File: config.mk
export PLATFORM = sky130hd
export DESIGN_NAME = index_counter_2d
export DESIGN_NICKNAME = d
export VERILOG_FILES = /design/src/rtl/index_counter_2d_pkg.sv /design/src/rtl/index_counter_2d_axis.sv /design/src/rtl/index_counter_2d.sv
export SDC_FILE = /design/constraint.sdc
export NUM_CORES = 1
export LEC_CHECK = 0
export CORE_MARGIN = 3
export CORE_UTILIZATION = 42
export DETAILED_ROUTE_END_ITERATION = 8
export GPL_TIMING_DRIVEN = 0
export HOLD_SLACK_MARGIN = 0.1
export PLACE_DENSITY = 0.74
export SYNTH_ARGS = -nofsm -noshare
export SYNTH_HDL_FRONTEND = slang
export SYNTH_HIERARCHICAL = 1
export SYNTH_SLANG_ARGS = --single-unit
File: constraint.sdc
create_clock -name clk -period 1.9 [get_ports clk]
set_input_delay 0.19 -clock clk [delete_from_list [all_inputs] [get_ports clk]]
set_output_delay 0.19 -clock clk [all_outputs]
set_load 0.02 [all_outputs]
File: src/rtl/index_counter_2d_pkg.sv
// Shared constants and helpers for the 2-D index counter.
// Holds the width function, default geometry and direction encoding.
package index_counter_2d_pkg;

  localparam int DEF_ROWS   = 5;
  localparam int DEF_COLS   = 5;
  localparam int DEF_ROUNDS = 24;

  localparam logic DIR_UP = 1'b0;
  localparam logic DIR_DN = 1'b1;

  // Bits needed to hold the values 0..n-1; callers guarantee n >= 2.
  function automatic int clog2_f(input int n);
    int r;
    r = 0;
    for (int i = 0; i < 31; i++) begin
      if ((32'sd1 <<< i) < n) begin
        r = i + 1;
      end else begin
        r = r;
      end
    end
    return r;
  endfunction

endpackage

File: src/rtl/index_counter_2d_axis.sv
// One axis of the 2-D index counter: modulo-N up/down counter.
// The carry-out flags the terminal value for the current direction.
module axis_counter
  import index_counter_2d_pkg::*;
#(
  parameter int N = DEF_COLS,
  parameter int W = clog2_f(N)
) (
  input  logic         clk,
  input  logic         rst,
  input  logic         en,
  input  logic         dir,
  input  logic         load,
  output logic [W-1:0] val,
  output logic         co
);

  localparam logic [W-1:0] MAX_V  = W'(N - 1);
  localparam logic [W-1:0] ZERO_V = W'(0);
  localparam logic [W-1:0] ONE_V  = W'(1);

  logic [W-1:0] val_d;
  logic [W-1:0] val_q;
  logic [W-1:0] start_s;
  logic [W-1:0] term_s;

  // Start and terminal values swap with direction.
  always_comb begin
    start_s = ZERO_V;
    term_s  = MAX_V;
    if (dir == DIR_DN) begin
      start_s = MAX_V;
      term_s  = ZERO_V;
    end else begin
      start_s = ZERO_V;
      term_s  = MAX_V;
    end
  end

  assign co = (val_q == term_s);

  // Next value: load wins, then a step that wraps at the terminal.
  always_comb begin
    val_d = val_q;
    if (load) begin
      val_d = start_s;
    end else if (en) begin
      if (co) begin
        val_d = start_s;
      end else if (dir == DIR_UP) begin
        val_d = val_q + ONE_V;
      end else begin
        val_d = val_q - ONE_V;
      end
    end else begin
      val_d = val_q;
    end
  end

  // Axis state register.
  always_ff @(posedge clk or posedge rst) begin
    if (rst) begin
      val_q <= ZERO_V;
    end else begin
      val_q <= val_d;
    end
  end

  assign val = val_q;

endmodule

File: src/rtl/index_counter_2d.sv
// Row/column index counter with optional pass counter.
// Define INDEX_COUNTER_ROUND_EN to build the round register; otherwise rnd is tied to 0.
module index_counter_2d
  import index_counter_2d_pkg::*;
#(
  parameter int ROWS   = DEF_ROWS,
  parameter int COLS   = DEF_COLS,
  parameter int ROUNDS = DEF_ROUNDS
) (
  input  logic                             clk,
  input  logic                             rst,
  input  logic                             init0,
  input  logic                             enc,
  input  logic                             dir,
  input  logic                             hold_last,
  output logic [clog2_f(ROWS*COLS)-1:0]    cnt,
  output logic [clog2_f(ROWS)-1:0]         row,
  output logic [clog2_f(COLS)-1:0]         col,
  output logic [clog2_f(ROUNDS)-1:0]       rnd,
  output logic                             co,
  output logic                             done
);

  localparam int CW  = clog2_f(ROWS * COLS);
  localparam int RW  = clog2_f(ROWS);
  localparam int LW  = clog2_f(COLS);
  localparam int NW  = clog2_f(ROUNDS);
  localparam logic [CW-1:0] LAST_CNT = CW'(ROWS * COLS - 1);
  localparam logic [CW-1:0] ZERO_CNT = CW'(0);
  localparam logic [CW-1:0] ONE_CNT  = CW'(1);

  logic          row_co_s;
  logic          col_co_s;
  logic          at_term_s;
  logic          step_s;
  logic          wrap_s;
  logic          load_s;
  logic          co_s;
  logic [RW-1:0] row_s;
  logic [LW-1:0] col_s;
  logic [CW-1:0] cnt_d;
  logic [CW-1:0] cnt_q;

  assign at_term_s = row_co_s & col_co_s;
  assign step_s    = enc & ~at_term_s & ~init0;
  assign wrap_s    = enc & at_term_s & ~hold_last & ~init0;
  assign load_s    = init0 | wrap_s;

  axis_counter #(.N(COLS), .W(LW)) u_col (
    .clk  (clk),
    .rst  (rst),
    .en   (step_s),
    .dir  (dir),
    .load (load_s),
    .val  (col_s),
    .co   (col_co_s)
  );

  axis_counter #(.N(ROWS), .W(RW)) u_row (
    .clk  (clk),
    .rst  (rst),
    .en   (step_s & col_co_s),
    .dir  (dir),
    .load (load_s),
    .val  (row_s),
    .co   (row_co_s)
  );

  // Linear index tracks the axes by +/-1 so no multiplier is needed.
  always_comb begin
    cnt_d = cnt_q;
    if (load_s) begin
      cnt_d = (dir == DIR_DN) ? LAST_CNT : ZERO_CNT;
    end else if (step_s) begin
      cnt_d = (dir == DIR_UP) ? (cnt_q + ONE_CNT) : (cnt_q - ONE_CNT);
    end else begin
      cnt_d = cnt_q;
    end
  end

  // Linear index register.
  always_ff @(posedge clk or posedge rst) begin
    if (rst) begin
      cnt_q <= ZERO_CNT;
    end else begin
      cnt_q <= cnt_d;
    end
  end

  // Reset parks at (0,0), which is the down-terminal; keep co quiet while held.
  assign co_s = at_term_s & ~rst;
  assign co   = co_s;
  assign cnt  = cnt_q;
  assign row  = row_s;
  assign col  = col_s;

`ifdef INDEX_COUNTER_ROUND_EN
  localparam logic [NW-1:0] LAST_RND = NW'(ROUNDS - 1);
  localparam logic [NW-1:0] ZERO_RND = NW'(0);
  localparam logic [NW-1:0] ONE_RND  = NW'(1);

  logic [NW-1:0] rnd_d;
  logic [NW-1:0] rnd_q;

  // Pass counter advances on each wrap and rolls over after the last pass.
  always_comb begin
    rnd_d = rnd_q;
    if (init0) begin
      rnd_d = ZERO_RND;
    end else if (wrap_s) begin
      rnd_d = (rnd_q == LAST_RND) ? ZERO_RND : (rnd_q + ONE_RND);
    end else begin
      rnd_d = rnd_q;
    end
  end

  // Pass counter register.
  always_ff @(posedge clk or posedge rst) begin
    if (rst) begin
      rnd_q <= ZERO_RND;
    end else begin
      rnd_q <= rnd_d;
    end
  end

  assign rnd  = rnd_q;
  assign done = co_s & (rnd_q == LAST_RND);
`else
  assign rnd  = NW'(0);
  assign done = co_s;
`endif

endmodule

hierarchy.png
Bar = 20 µm.
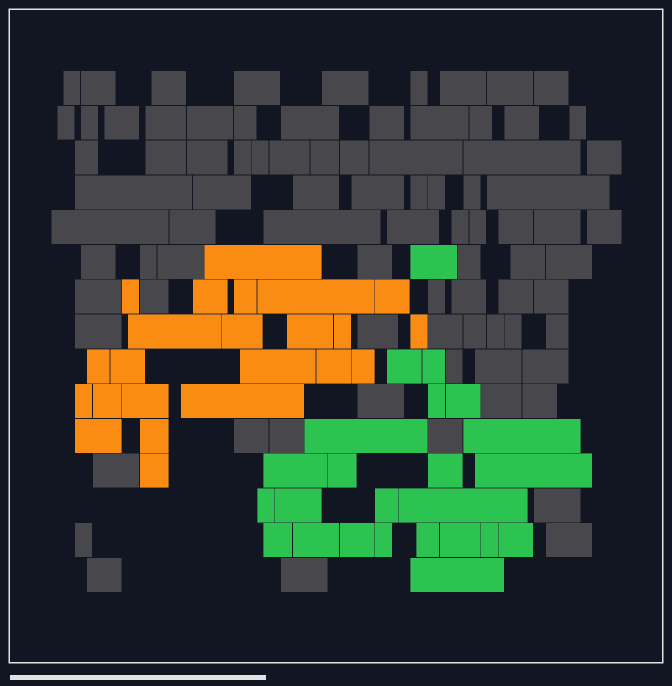
[orange] u_col | cells: 23
[green] u_row | cells: 24
not colored: 84
final cell count without fillers: 156
Util after Layout: 0.682

port_nets.png
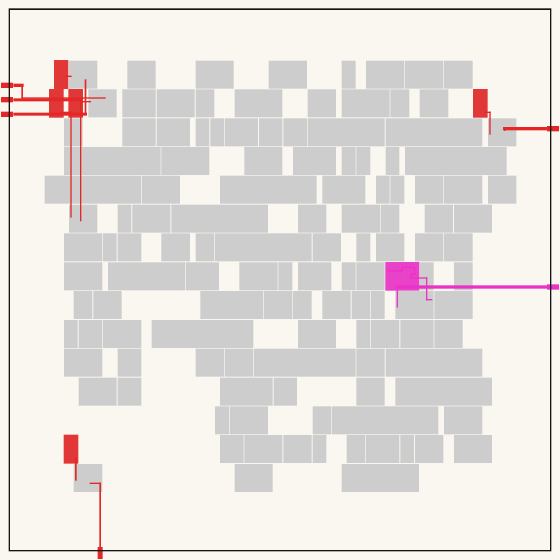
[magenta] hold_last | bits: 1 | direction: input | end cells: 2 | buffers: 1 | wire: 24.1 µm
[red] rnd | bits: 5 | direction: output | end cells: 5 | buffers: 5 | wire: 64.8 µm
io pins: 24
IO Port Bufs: 18

registers.png
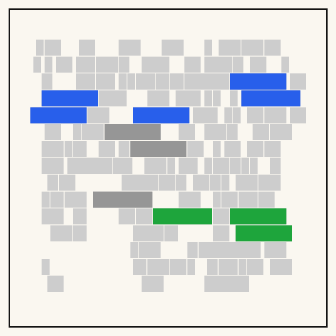
[green] u_row/val | placed flops: 3
[blue] cnt | placed flops: 5
not colored: 3
area used by sequential logic in the layout: 279 µm²
flip-flop and latch power: 309 µW
proportion of cell area occupied by registers: 0.225

==> changes_impl.md <==
### Implementation results

- Inverters excl. clock: 10
- Endpoint of the most critical setup path: u_row/val[2]$_DFFE_PP0P_
- Register bit count reported by yosys: 11
- Final sequential cell count: 11
- Worst flop-to-flop path startpoint: u_col/val[2]$_DFFE_PP0P_
- Worst endpoint required time: between 2 and 2.5 ns
- Grt peak-use layer: met2
- Placeable core region: between 1500 and 2000 µm²
- Share of the clock period used by the worst path: 1.10
- NetSw: around 350 µW
- Final Worst Setup Slack: -0.184 ns
- Fraction of layout cells with a size suffix above 1: 0.275
- Pre-Place Util: 0.467
- Crit Path Category: reg -> reg
- R2R cell count: 9
- Floorplan die area: approximately 2600 µm²
- Post-synthesis share of cell area spent on full adders, half adders and majority gates: 0.115
- Arrival @ worst endpoint: about 2.3 ns
- Worst Path Buf+Inv: 1
- DRT Pass-1 Iters: 4
- Root buffer cell: sky130_fd_sc_hd__clkbuf_4
- Slack of the worst reg-to-reg path: -0.18 ns
- Mux cell area share: 0
- Layout overhead on the synthesized area: 46.1%
- Via count of the first global-routing pass: a little under 800
- Violations in the final reports: setup timing
- Quantity of gates resized following cts: 8
- Total tool warning count: 29
- CTS sink count: 11
- Commonest cells after routing, fill and taps aside: sky130_fd_sc_hd__buf_4, sky130_fd_sc_hd__clkdlybuf4s50_1, sky130_fd_sc_hd__inv_1
- Final Setup Violations: 2
- Clk pwr share: 0.184
- Levels on crit path: 9
- Number of setup buffers added after CTS: 13
- Total number of vias: just over 800
- Setup slack after placement: -1.11 ns
- Number of buffers inserted by hold repair at cts: 0
- Outcome: finished with violations
- Clock-cell share: 0.0212
- Worst Setup Start Kind: flip-flop
- Comb/total area: 0.449
- Total detailed-routing wirelength: about 2100 µm
No activity file was given, so power comes from the tool's default toggle rates.
